## src/rtl/prr_valid_sched.sv

```systemverilog
// Loop-nest valid scheduler: walks an odometer of up to LOOP_LEVEL loops and pulses
// valid when the cycle counter reaches each iteration's target (sum of idx*stride).
module prr_valid_sched #(
    parameter int LOOP_LEVEL   = 4,
    parameter int EXTENT_WIDTH = 16,
    parameter int CNT_WIDTH    = 24
) (
    input  logic                                   clk,
    input  logic                                   reset,
    input  logic                                   start,
    input  logic                                   stall,
    input  logic                                   flush,
    input  logic [$clog2(LOOP_LEVEL+1)-1:0]        cfg_dim,
    input  logic [LOOP_LEVEL-1:0][EXTENT_WIDTH-1:0] cfg_extent,
    input  logic [LOOP_LEVEL-1:0][CNT_WIDTH-1:0]    cfg_cycle_stride,
    output logic                                   valid,
    output logic                                   busy,
    output logic                                   done,
    output logic                                   err_late
);

    // state | meaning
    // IDLE  | waiting for start, configuration not latched
    // RUN   | counting cycles, issuing valids, draining the output stage
    // DONE  | one cycle after the final valid/done, then back to IDLE

    localparam int DIM_W = $clog2(LOOP_LEVEL + 1);

    typedef enum logic [1:0] {IDLE, RUN, DONE} state_t;

    state_t                  state;
    logic [DIM_W-1:0]        dim_q;
    logic [EXTENT_WIDTH-1:0] ext_q    [LOOP_LEVEL];
    logic [CNT_WIDTH-1:0]    stride_q [LOOP_LEVEL];
    logic [EXTENT_WIDTH-1:0] idx      [LOOP_LEVEL];
    logic [EXTENT_WIDTH-1:0] idx_nxt  [LOOP_LEVEL];
    logic [CNT_WIDTH-1:0]    cycle_cnt;
    logic [CNT_WIDTH-1:0]    target;
    logic [CNT_WIDTH-1:0]    diff;
    logic                    hit;
    logic                    late;
    logic                    carry;
    logic                    last_iter;
    logic                    cfg_empty;
    logic                    issued;
    logic                    fire_q;
    logic                    last_q;
    logic                    late_q;
    logic                    late_vld;

    always_comb begin
        target    = '0;
        cfg_empty = (dim_q == '0);
        for (int i = 0; i < LOOP_LEVEL; i++) begin
            if (DIM_W'(i) < dim_q) begin
                target = target + (CNT_WIDTH'(idx[i]) * stride_q[i]);
                if (ext_q[i] == '0)
                    cfg_empty = 1'b1;
            end
        end
    end

    always_comb begin
        carry = 1'b1;
        for (int i = 0; i < LOOP_LEVEL; i++) begin
            idx_nxt[i] = idx[i];
            if ((DIM_W'(i) < dim_q) && carry) begin
                if (idx[i] == ext_q[i] - 1'b1) begin
                    idx_nxt[i] = '0;
                end else begin
                    idx_nxt[i] = idx[i] + 1'b1;
                    carry      = 1'b0;
                end
            end
        end
        last_iter = carry;
    end

    // Counter is ahead of the target by less than half the range: the target was missed.
    assign diff = cycle_cnt - target;
    assign hit  = (diff == '0);
    assign late = (diff != '0) && !diff[CNT_WIDTH-1];
    assign busy = (state != IDLE);

    always_ff @(posedge clk) begin
        if (reset) begin
            state     <= IDLE;
            dim_q     <= '0;
            cycle_cnt <= '0;
            for (int i = 0; i < LOOP_LEVEL; i++) begin
                idx[i]      <= '0;
                ext_q[i]    <= '0;
                stride_q[i] <= '0;
            end
            issued   <= 1'b0;
            fire_q   <= 1'b0;
            last_q   <= 1'b0;
            late_q   <= 1'b0;
            late_vld <= 1'b0;
            valid    <= 1'b0;
            done     <= 1'b0;
            err_late <= 1'b0;
        end else begin
            case (state)
                IDLE: begin
                    valid    <= 1'b0;
                    done     <= 1'b0;
                    late_vld <= 1'b0;
                    fire_q   <= 1'b0;
                    last_q   <= 1'b0;
                    late_q   <= 1'b0;
                    if (start && !flush) begin
                        dim_q <= cfg_dim;
                        for (int i = 0; i < LOOP_LEVEL; i++) begin
                            ext_q[i]    <= cfg_extent[i];
                            stride_q[i] <= cfg_cycle_stride[i];
                            idx[i]      <= '0;
                        end
                        cycle_cnt <= '0;
                        issued    <= 1'b0;
                        err_late  <= 1'b0;
                        state     <= RUN;
                    end
                end
                RUN: begin
                    if (flush) begin
                        valid    <= 1'b0;
                        done     <= 1'b0;
                        late_vld <= 1'b0;
                        fire_q   <= 1'b0;
                        last_q   <= 1'b0;
                        late_q   <= 1'b0;
                        state    <= IDLE;
                    end else begin
                        // err_late trails the late valid by one cycle
                        err_late <= err_late | late_vld;
                        if (done) begin
                            valid    <= 1'b0;
                            done     <= 1'b0;
                            late_vld <= 1'b0;
                            state    <= DONE;
                        end else if (stall) begin
                            valid    <= 1'b0;
                            late_vld <= 1'b0;
                        end else begin
                            valid     <= fire_q;
                            done      <= last_q;
                            late_vld  <= late_q;
                            fire_q    <= 1'b0;
                            last_q    <= 1'b0;
                            late_q    <= 1'b0;
                            cycle_cnt <= cycle_cnt + CNT_WIDTH'(1);
                            if (cfg_empty) begin
                                done  <= 1'b1;
                                state <= IDLE;
                            end else if (!issued && (hit || late)) begin
                                fire_q <= 1'b1;
                                late_q <= late;
                                for (int i = 0; i < LOOP_LEVEL; i++)
                                    idx[i] <= idx_nxt[i];
                                if (last_iter) begin
                                    last_q <= 1'b1;
                                    issued <= 1'b1;
                                end
                            end
                        end
                    end
                end
                DONE: begin
                    valid    <= 1'b0;
                    done     <= 1'b0;
                    late_vld <= 1'b0;
                    state    <= IDLE;
                end
                default: state <= IDLE;
            endcase
        end
    end

endmodule

```

## config.mk

```make
export PLATFORM = sky130hd
export DESIGN_NAME = prr_valid_sched
export DESIGN_NICKNAME = d
export VERILOG_FILES = /design/src/rtl/prr_valid_sched.sv
export SDC_FILE = /design/constraint.sdc
export NUM_CORES = 2
export LEC_CHECK = 0
export ABC_AREA = 1
export CAP_MARGIN = 20
export CORE_UTILIZATION = 65
export CTS_CLUSTER_DIAMETER = 30
export DETAILED_ROUTE_END_ITERATION = 8
export GPL_ROUTABILITY_DRIVEN = 0
export HOLD_SLACK_MARGIN = 0.06
export PLACE_DENSITY = 0.84
export SLEW_MARGIN = 5
export SYNTH_ARGS = -nofsm -noshare
export SYNTH_HDL_FRONTEND = slang
export SYNTH_SLANG_ARGS = --single-unit
```

## constraint.sdc

```tcl
create_clock -name clk -period 20.5 [get_ports clk]
set_input_delay 4.1 -clock clk [delete_from_list [all_inputs] [get_ports clk]]
set_output_delay 4.1 -clock clk [all_outputs]
set_load 0.005 [all_outputs]
```

==> run summary <==
Status - finished clean
Largest net degree at the start of global routing - 106
Clk pwr - 0.916 mW
R2R cell count - 83
Most Frequent Cell on Critical Path - fa_1
Number of setup buffers added after CTS - 0
Count of tool warnings - 30
Static leakage - 31.8 nW
CTS Hold Bufs - 0
Cts repair resizes - 0
CP required - 20.94 ns
Final slew viol count - 0
# rows - 102
Htree depth - 2
Clock Tree Buf Depth - 3
Final setup viols - 0
Ys flops - 261
Fillers - 5646
Yosys stat area - 0.0508 mm^2
Post-synthesis cell count - 6912
Final Util - 71.5%
Comb. pwr - 2.98 mW
Register share of total power - 15.0%
Max-Cap Viols - 0
Pwr Total - 4.59 mW
Crit path arrival time - 20.01 ns
R2r setup slk - 0.93 ns
Area leader share - 32.8%
Post-synth EDFFs - 208
Slew Limit Headroom - 17.9%
Overall die area - 0.0793 mm^2
Vias/cell - 5.34
Ys Warns - 0
Crit-path max FO - 16
Clock Latency Late Sink - 0.65 ns
Switching power total - 2.26 mW
First-pass GRT wire length - 217000 um
Initial antenna violation count - 0
Switching share of power - 49.2%
Crit Reg-Reg Startpoint - stride_q[0][5]
Worst Setup SP - stride_q[0][5]
Post-synth top flop - edfxtp_1
Pwr Density - 82.9 mW/mm^2
Final Cell Area - 0.0554 mm^2
P_int - 2.33 mW
Biggest area cells - fa_1 (33%), inv_1 (17%), edfxtp_1 (12%)
Final Cycle Share - 95.5%
Ys async rst share - 0%
Ports - 172
DRC - 0
Drt initial violations - 4304
Syn Std Cell Area - 0.0508 mm^2
Fp_density - 65.6%
Yosys Instances - 6912
CP peak stage delay - 0.66 ns
CP max-delay cell - fa_1
Cell taking the most area after synthesis - fa_1
Area grow syn2layout - 8.93%
Placed instance area - 0.0530 mm^2
Synth Seq Share - 14.4%
Flop area - 0.00731 mm^2
Worst-path clk slew - 0.05 ns
Critical setup path kind - register to register
Number of global-route vias before repair - 44000
Routed len/inst - 16.8 um
Remaining Overflow, GRT - 0
DR pass1 iterations - 6
DP HPWL - 103000 um
Nets - 8228
Synthesized area per cell - 7.35 um^2
Root Buffer - clkbuf_16
Fin Clk Skew - 0.0347 ns
Hold WC Path Type - register to register
Global Route Usage Sum - 34.7%
CP endpoint - idx[0][2]
Minimum clock period - 19.57 ns
Post-synthesis net count - 8185
DRT antenna net count - 0
Clock Sinks - 261
Comb gate area - 0.0338 mm^2
Fmax - 51.1 MHz
Final WL - 135000 um
Logic gate share of total power - 65.0%
Final Hold Viols - 0
Ant diodes - 0
Clk pwr share - 20.0%
CTS tree - built
Main power group - combinational logic
DR vias - 43000
Cell Type Count - 63
CTS Buf Count - 58
metrics by stage:
step | setup TNS [ns] | cells | hold WS [ns] | setup slack, ns
3_5_place_dp | 0 | 7881 | 0.451 | 0.450
3_3_place_gp | 0 | 7880 | 0.439 | 0.820
5_1_grt | -2.29 | 8042 | 0.480 | -0.128
4_1_cts | 0 | 7988 | 0.457 | 0.374
2_1_floorplan | 0 | 6912 | 0.430 | 2.26
6_report | 0 | 8042 | 0.456 | 0.926
metal layers:
metal,part of all wire [%],vias up,track usage [%]
met1,37,20400,44.8
met5,0,-,0
li1,-,19700,-
met4,5.2,0,15.5
met3,11,508,7.52
met2,46,2399,56.3
synth_stat cells (all sizes together), types with 2 or more instances:
cell type and instances:
inv 2265, nand2 1681, fa 834, nor2 372, ha 271, edfxtp 208, clkbuf 200, a21oi 195
o21ai 161, nand3 137, xor2 117, buf 93, xnor2 72, nor3 56, dfxtp 53, nand4 49
or2 21, nor4 18, a31oi 13, nor3b 13, nand3b 12, a21o 7, o31ai 7, a21boi 6
mux2i 6, o21bai 6, o211ai 5, a211oi 4, clkinv 4, o2111ai 4, o21a 3, a221oi 2
and2 2, and3 2, o211a 2, o22ai 2
critical path, delay by kind of cell, from the launching register on:
family | cells | cell delay (ns)
xor gates and xnor gates | 1 | 0.09
AOI/OAI and AO/OA | 15 | 2.97
DFF | 1 | 0.65
adders and majority gates | 23 | 10.64
buffers and inverters | 17 | 1.40
and+or+nand+nor | 27 | 3.62
state kept, by name, indices dropped and copies added, names as in the netlist, 2 cells and up:
signal / cells
stride_q: 96
idx: 64
cycle_cnt: 24
state: 2
dim_q: 3
ext_q: 64
cells by family after synthesis:
logic type / synth area share, %
AND-OR/OR-AND: 4.55
XOR/XNOR: 3.27
adder cells (fa/ha/maj): 39.5
buffers and inverters: 19.2
flip-flops: 14.4
multiplexers: 0.140
AND/OR/NAND/NOR: 18.9
worst min-delay path by stage:
stage / start / slack (ns) / depth (start not counted) / end
4_1_cts: fire_q / 0.46 / 2 / valid
3_5_place_dp: fire_q / 0.45 / 2 / valid
2_1_floorplan: issued / 0.43 / 2 / issued
5_1_grt: fire_q / 0.48 / 2 / valid
3_3_place_gp: issued / 0.44 / 2 / issued
6_report: fire_q / 0.46 / 2 / valid
cell type report:
type / count / area share [%]
repair buffers: 276 / 4.62
multi-input cells: 4089 / 61.0
clock inverters: 41 / 0.757
well taps: 1040 / 2.35
clock buffers: 66 / 2.69
flip-flops and latches: 261 / 13.2
inverters: 2269 / 15.4
layout by cell type, fill, tap and decap left out, types with 8 or more instances in the layout:
cell type / count
inv_2: 20
nand3_1: 134
xor2_1: 117
clkinv_1: 10
or2_2: 19
a21oi_2: 8
nand2_1: 1654
xnor2_1: 71
inv_1: 2243
nand3b_1: 12
a31oi_1: 13
clkinvlp_4: 12
buf_4: 99
o21ai_0: 148
nor2_1: 364
clkbuf_16: 59
a21oi_1: 187
o21ai_1: 11
nand2_2: 20
ha_1: 271
fa_1: 834
nor4_1: 18
clkdlybuf4s50_1: 171
nor3b_1: 13
nand4_1: 49
clkinv_2: 8
nor3_1: 52
dfxtp_1: 53
edfxtp_1: 208
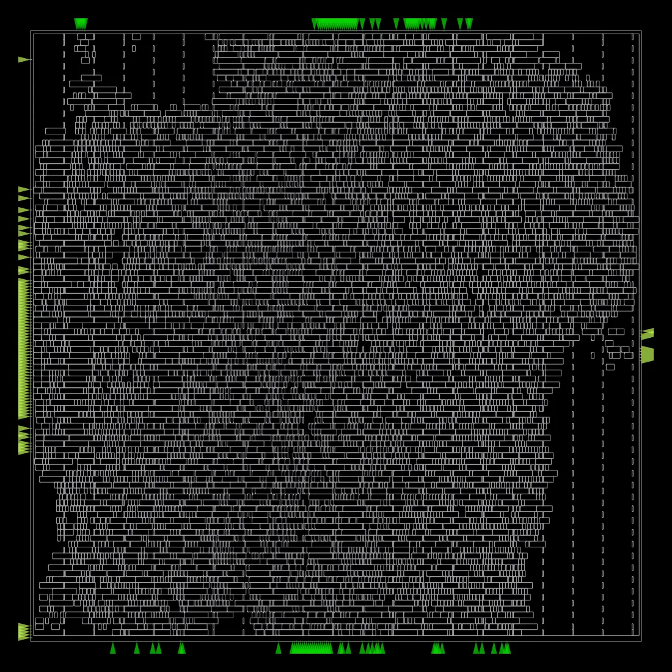
placement.png
Seq area share: 13.2%
Final Instance Count excl. Fillers: 8042
Taps Inserted: 1040

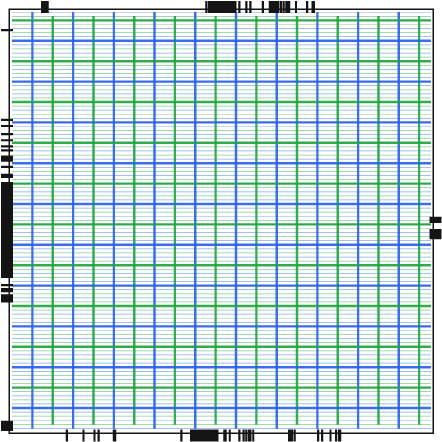
power_grid.png
Scale: 1.5 px per um. Pins as bars on the die edge.
[VDD] green
[VSS] blue
met5 straps: 20
met1 rails: 103
met4 straps: 20
signal pins: 172
largest vdd supply drop: 0.141 mV
chip width: 282 um
Die Span Y: 282 um
Core ar.: 0.0775 mm^2

No activity file was given, so power comes from the tool's default toggle rates.
